===== config.mk =====
export PLATFORM = sky130hd
export DESIGN_NAME = hilo_mdu_ctrl_flat
export DESIGN_NICKNAME = d
export VERILOG_FILES = /design/src/rtl/hilo_mdu_ctrl_if.sv /design/src/rtl/hilo_mdu_ctrl.sv /design/src/flat_wrapper.sv
export SDC_FILE = /design/constraint.sdc
export NUM_CORES = 2
export LEC_CHECK = 0
export ABC_AREA = 1
export CORE_UTILIZATION = 42
export DETAILED_ROUTE_END_ITERATION = 8
export GPL_TIMING_DRIVEN = 0
export MAX_ROUTING_LAYER = met4
export PLACE_DENSITY = 0.66
export SLEW_MARGIN = 0
export SYNTH_ARGS = -nofsm -noshare
export SYNTH_HDL_FRONTEND = slang
export SYNTH_SLANG_ARGS = --single-unit
export TNS_END_PERCENT = 30

===== constraint.sdc =====
create_clock -name cpu_clk_50M -period 6.22 [get_ports cpu_clk_50M]
set_input_delay 1.244 -clock cpu_clk_50M [delete_from_list [all_inputs] [get_ports cpu_clk_50M]]
set_output_delay 1.244 -clock cpu_clk_50M [all_outputs]
set_load 0.02 [all_outputs]

===== src/rtl/hilo_mdu_ctrl_if.sv =====
// EX-stage <-> multiply/divide sequencer bundle: op request, operands, current HI/LO,
// flush, and the stall / HI-LO write-back outputs.
interface hilo_mdu_ctrl_if;
  logic        start_i;
  logic [2:0]  op_i;
  logic [31:0] src_a_i;
  logic [31:0] src_b_i;
  logic [31:0] hi_cur_i;
  logic [31:0] lo_cur_i;
  logic        flush_i;
  logic        stall_o;
  logic        hilowe_o;
  logic [31:0] hi_o;
  logic [31:0] lo_o;
  logic        busy_o;

  modport master (
    output start_i, op_i, src_a_i, src_b_i, hi_cur_i, lo_cur_i, flush_i,
    input  stall_o, hilowe_o, hi_o, lo_o, busy_o
  );

  modport slave (
    input  start_i, op_i, src_a_i, src_b_i, hi_cur_i, lo_cur_i, flush_i,
    output stall_o, hilowe_o, hi_o, lo_o, busy_o
  );
endinterface


===== src/rtl/hilo_mdu_ctrl.sv =====
// HI/LO owner: sequences MULT/MULTU (fixed latency), DIV/DIVU (restoring radix-2)
// and MTHI/MTLO, stalling the pipe while busy and pulsing one HI/LO write.
module hilo_mdu_ctrl #(
  parameter int MUL_CYCLES = 2,
  parameter int DIV_ITERS  = 32
) (
  input logic          cpu_clk_50M,
  input logic          cpu_rst_n,
  hilo_mdu_ctrl_if.slave mdu
);
  localparam logic [1:0] S_IDLE = 2'd0, S_MUL = 2'd1, S_DIV = 2'd2, S_WB = 2'd3;
  localparam logic [2:0] OP_MULT = 3'b001, OP_MULTU = 3'b010, OP_DIV = 3'b011,
                         OP_DIVU = 3'b100, OP_MTHI = 3'b101, OP_MTLO = 3'b110;

  logic [1:0]  state;
  logic [5:0]  cnt;
  logic [63:0] prod_q;
  logic [31:0] rem_q, quo_q, dvs_q, hi_q, lo_q;
  logic        neg_q, neg_r;

  logic is_mul, is_div, is_mt, accept;
  assign is_mul = (mdu.op_i == OP_MULT) || (mdu.op_i == OP_MULTU);
  assign is_div = (mdu.op_i == OP_DIV)  || (mdu.op_i == OP_DIVU);
  assign is_mt  = (mdu.op_i == OP_MTHI) || (mdu.op_i == OP_MTLO);
  assign accept = (state == S_IDLE) && mdu.start_i && !mdu.flush_i && (is_mul || is_div || is_mt);

  // 33-bit operands let one signed multiplier serve both MULT and MULTU
  logic               sgn_mul;
  logic signed [32:0] mul_a, mul_b;
  logic signed [65:0] prod_full;
  assign sgn_mul   = (mdu.op_i == OP_MULT);
  assign mul_a     = {sgn_mul & mdu.src_a_i[31], mdu.src_a_i};
  assign mul_b     = {sgn_mul & mdu.src_b_i[31], mdu.src_b_i};
  assign prod_full = mul_a * mul_b;

  // Magnitudes: negating 0x80000000 in 32 bits yields 0x80000000, the correct unsigned value
  logic        a_sgn, b_sgn;
  logic [31:0] a_mag, b_mag;
  assign a_sgn = (mdu.op_i == OP_DIV) && mdu.src_a_i[31];
  assign b_sgn = (mdu.op_i == OP_DIV) && mdu.src_b_i[31];
  assign a_mag = a_sgn ? (~mdu.src_a_i + 32'd1) : mdu.src_a_i;
  assign b_mag = b_sgn ? (~mdu.src_b_i + 32'd1) : mdu.src_b_i;

  logic [32:0] div_shl, div_diff;
  logic        div_ge;
  logic [31:0] rem_nx, quo_nx;
  assign div_shl  = {rem_q, quo_q[31]};
  assign div_diff = div_shl - {1'b0, dvs_q};
  assign div_ge   = (div_shl >= {1'b0, dvs_q});
  assign rem_nx   = div_ge ? div_diff[31:0] : div_shl[31:0];
  assign quo_nx   = {quo_q[30:0], div_ge};

  always_ff @(posedge cpu_clk_50M or negedge cpu_rst_n) begin
    if (!cpu_rst_n) begin
      state  <= S_IDLE;
      cnt    <= '0;
      prod_q <= '0;
      rem_q  <= '0;
      quo_q  <= '0;
      dvs_q  <= '0;
      neg_q  <= 1'b0;
      neg_r  <= 1'b0;
      hi_q   <= '0;
      lo_q   <= '0;
    end else begin
      case (state)
        S_IDLE: if (accept) begin
          cnt <= '0;
          if (is_mt) begin
            state <= S_WB;
            hi_q  <= (mdu.op_i == OP_MTHI) ? mdu.src_a_i : mdu.hi_cur_i;
            lo_q  <= (mdu.op_i == OP_MTLO) ? mdu.src_a_i : mdu.lo_cur_i;
          end else if (is_mul) begin
            state  <= S_MUL;
            prod_q <= prod_full[63:0];
          end else if (mdu.src_b_i == 32'd0) begin
            state <= S_WB;
            hi_q  <= mdu.src_a_i;
            lo_q  <= 32'hFFFF_FFFF;
          end else begin
            state <= S_DIV;
            rem_q <= '0;
            quo_q <= a_mag;
            dvs_q <= b_mag;
            neg_q <= a_sgn ^ b_sgn;
            neg_r <= a_sgn;
          end
        end
        S_MUL: begin
          if (mdu.flush_i) state <= S_IDLE;
          else if (cnt == 6'(MUL_CYCLES - 1)) begin
            state <= S_WB;
            hi_q  <= prod_q[63:32];
            lo_q  <= prod_q[31:0];
          end else cnt <= cnt + 6'd1;
        end
        S_DIV: begin
          if (mdu.flush_i) state <= S_IDLE;
          else begin
            rem_q <= rem_nx;
            quo_q <= quo_nx;
            if (cnt == 6'(DIV_ITERS - 1)) begin
              state <= S_WB;
              hi_q  <= neg_r ? (~rem_nx + 32'd1) : rem_nx;
              lo_q  <= neg_q ? (~quo_nx + 32'd1) : quo_nx;
            end else cnt <= cnt + 6'd1;
          end
        end
        default: state <= S_IDLE;
      endcase
    end
  end

  // Stall drops in WB so the stalled instruction advances as HI/LO captures
  assign mdu.stall_o  = !mdu.flush_i &&
                        ((state == S_MUL) || (state == S_DIV) || (accept && (is_mul || is_div)));
  assign mdu.hilowe_o = (state == S_WB) && !mdu.flush_i;
  assign mdu.busy_o   = (state != S_IDLE);
  assign mdu.hi_o     = hi_q;
  assign mdu.lo_o     = lo_q;
endmodule


===== src/flat_wrapper.sv =====
// flat-port wrapper written by rule: the top's interface ports become plain ports
module hilo_mdu_ctrl_flat 
#(
  parameter int MUL_CYCLES = 2,
  parameter int DIV_ITERS  = 32
)
  (cpu_clk_50M, cpu_rst_n, mdu_start_i, mdu_op_i, mdu_src_a_i, mdu_src_b_i, mdu_hi_cur_i, mdu_lo_cur_i, mdu_flush_i, mdu_stall_o, mdu_hilowe_o, mdu_hi_o, mdu_lo_o, mdu_busy_o);
  hilo_mdu_ctrl_if mdu_i ();
  input logic cpu_clk_50M;
  input logic cpu_rst_n;
  input wire logic [$bits(mdu_i.start_i)-1:0] mdu_start_i;
  input wire logic [$bits(mdu_i.op_i)-1:0] mdu_op_i;
  input wire logic [$bits(mdu_i.src_a_i)-1:0] mdu_src_a_i;
  input wire logic [$bits(mdu_i.src_b_i)-1:0] mdu_src_b_i;
  input wire logic [$bits(mdu_i.hi_cur_i)-1:0] mdu_hi_cur_i;
  input wire logic [$bits(mdu_i.lo_cur_i)-1:0] mdu_lo_cur_i;
  input wire logic [$bits(mdu_i.flush_i)-1:0] mdu_flush_i;
  output wire logic [$bits(mdu_i.stall_o)-1:0] mdu_stall_o;
  output wire logic [$bits(mdu_i.hilowe_o)-1:0] mdu_hilowe_o;
  output wire logic [$bits(mdu_i.hi_o)-1:0] mdu_hi_o;
  output wire logic [$bits(mdu_i.lo_o)-1:0] mdu_lo_o;
  output wire logic [$bits(mdu_i.busy_o)-1:0] mdu_busy_o;
  assign mdu_i.start_i = mdu_start_i;
  assign mdu_i.op_i = mdu_op_i;
  assign mdu_i.src_a_i = mdu_src_a_i;
  assign mdu_i.src_b_i = mdu_src_b_i;
  assign mdu_i.hi_cur_i = mdu_hi_cur_i;
  assign mdu_i.lo_cur_i = mdu_lo_cur_i;
  assign mdu_i.flush_i = mdu_flush_i;
  assign mdu_stall_o = mdu_i.stall_o;
  assign mdu_hilowe_o = mdu_i.hilowe_o;
  assign mdu_hi_o = mdu_i.hi_o;
  assign mdu_lo_o = mdu_i.lo_o;
  assign mdu_busy_o = mdu_i.busy_o;
  hilo_mdu_ctrl #(.MUL_CYCLES(MUL_CYCLES), .DIV_ITERS(DIV_ITERS)) u_core (.cpu_clk_50M(cpu_clk_50M), .cpu_rst_n(cpu_rst_n), .mdu(mdu_i));
endmodule

layer_met2.png
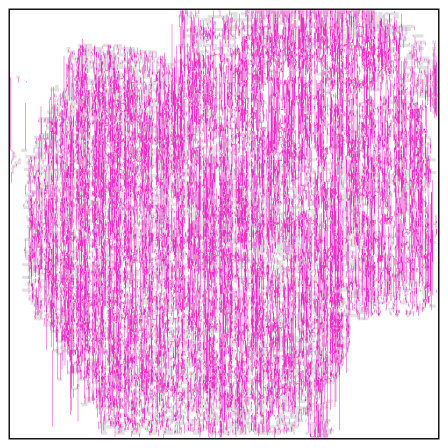
- longest straight run: 122 um
- main direction: vertical
- wire length on this layer: 105 mm
- share of all routed wire: 44%
Detailed Route WL: 238 mm
global routing met2 resource utilization: 55.6%
count of vias placed by the detailed router: 51,000

congestion.png
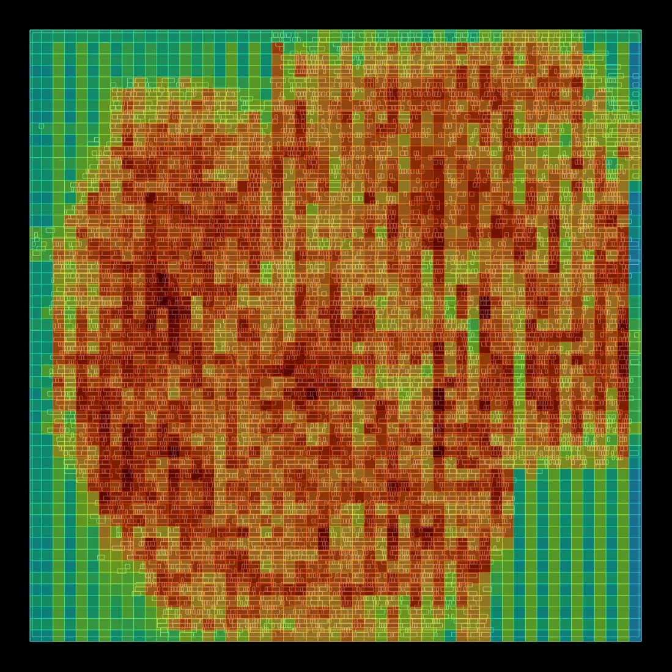
routing usage on met1: 45.4%
routing usage on met3: 8.94%
most utilized layer in the global route result: met2
routed length per instance: 25.2 um

==> notes.org <==
* Flow results

** CTS
- Per the CTS log, the buffer count on the longest clock path is 3.
- CTS built an H-tree with a depth of 1.
- Count of hold-fix buffers inserted at cts :: 0
- Clock tree synthesis inserted a total of 28 buffers.

** Synthesis
- Chip area in the Yosys report :: around 56,000 um^2
- Yosys cell count :: 7,322
- Cells after synthesis :: 7,322
- MUX area fraction :: 0.0180%
- Synthesis instantiated 55 different standard cells from the library.
- Synth top cell by count :: sky130_fd_sc_hd__nand2_1
- Synth warn :: 0

** Flow run
- Max capacitance violation total :: 1

** Global route
- The first global-routing pass estimated between 300 and 400 mm of wire.
- The initial antenna violation count is 16.
- Entering global routing, the biggest net connects roughly 120 pins.
- The total overflow left after global routing is 0.

** Final timing
- The smallest clock period supported by the final layout is computed as about 8000 ps.
- Worst Setup Slack, final :: -1980 ps
- Setup repair after global routing missed its margin :: true
- In the finished design, the share of the clock period the worst path needs comes to 132%.
- Final setup violation count :: 50
- Final-layout worst hold slack :: 481 ps
- Headroom to the max-slew limit came out at -0.396%.
- Per the final report, max-transition violations number 11.
- Setup total negative slack on the finished layout was measured at -62,940 ps.

** Worst setup path
- WP data arrival :: just under 9000 ps
- Startpoint of the most critical register-to-register path :: u_core.rem_q[11]$_DFFE_PN0P_
- Timing startpoint of the critical path :: mdu_src_b_i[31]
- Worst R2R Path Depth :: 29

** Drt
- DR pass1 iterations :: 6
- Detailed-route iteration 0 reported a violation count of 5,279.

** Worst hold path
- Worst Hold Path Cells :: 2
- The worst hold path begins at u_core.prod_q[3]$_DFFE_PN0P_.

** Final layout
- Number of filler instances in the final layout :: 12,700
- Net count of the finished layout :: ~9,200
- Among all cell classes, the greatest summed area belongs to multi-input combinational cells.
- Counting plain and timing-repair buffers in the layout gives approximately 660.
- Register Area :: between 5000 and 6000 um^2
- Count of clock-net buffers in the final layout :: approximately 40

** Placement
- Area after DPL :: between 50,000 and 60,000 um^2
- Post-DP HPWL :: 199 mm
- Input and output buffers added on the ports amount to 142.

** Status
- The checks that failed: capacitance limit, slew limit, setup timing.
- The run finished, with violations left.
clk_routes.png
The bar under the picture is 100 um long.
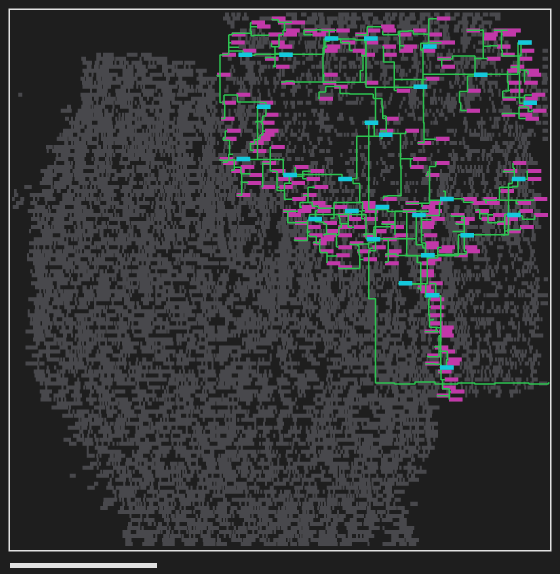
- flip-flops: magenta (count 234)
- clock wires: green (length 3,910 um)
- clock drivers: cyan (count 28)
- routed clock nets: 29
worst skew pair latency: 610 ps
maximum clock skew at final layout: 48.1 ps

wires.png
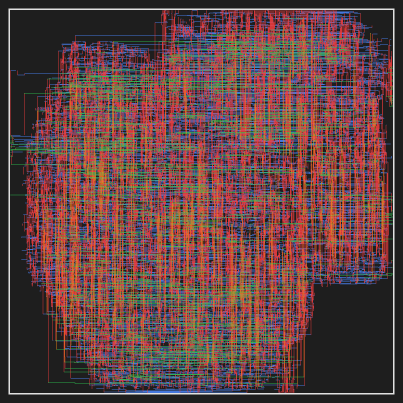
- metal 2: red (wire length 105 mm)
- metal 4: orange (wire length 16,200 um)
- metal 1: blue (wire length 90.1 mm)
- metal 3: green (wire length 26.3 mm)
overall track demand over capacity in global routing: 36.7%

## worst max-delay path, cell delays in order
cell and delay [ps]:
sky130_fd_sc_hd__clkbuf_8 210, sky130_fd_sc_hd__clkbuf_2 460, sky130_fd_sc_hd__nand2_1 150, sky130_fd_sc_hd__fa_1 530, sky130_fd_sc_hd__fa_1 540, sky130_fd_sc_hd__fa_1 470, sky130_fd_sc_hd__fa_1 600, sky130_fd_sc_hd__inv_2 50
sky130_fd_sc_hd__fa_1 560, sky130_fd_sc_hd__inv_2 40, sky130_fd_sc_hd__fa_1 480, sky130_fd_sc_hd__fa_1 560, sky130_fd_sc_hd__inv_2 40, sky130_fd_sc_hd__fa_2 630, sky130_fd_sc_hd__ha_4 230, sky130_fd_sc_hd__a21o_1 220
sky130_fd_sc_hd__a31oi_4 200, sky130_fd_sc_hd__o21ai_2 100, sky130_fd_sc_hd__a21oi_2 160, sky130_fd_sc_hd__nand3_2 150, sky130_fd_sc_hd__a21o_1 270, sky130_fd_sc_hd__a21oi_2 210, sky130_fd_sc_hd__nor2_1 80, sky130_fd_sc_hd__nor2_2 120
sky130_fd_sc_hd__xor2_2 250, sky130_fd_sc_hd__o21ai_1 80
## sequential cells by signal, summed over array words and instances (netlist names)
signal           flops
u_core.state         2
u_core.quo_q        32
u_core.rem_q        32
u_core.mdu.lo_o     32
u_core.neg_r         1
u_core.mdu.hi_o     32
u_core.dvs_q        32
u_core.prod_q       64
u_core.neg_q         1
u_core.cnt           6
## timing repair
item / CTS / global route
buffers inserted: 100 / 42
setup endpoints to repair: 57 / 53
hold endpoints to repair: 0 / 0
pin swaps: 178 / 118
resized: 952 / 153
cloned: 1 / 1
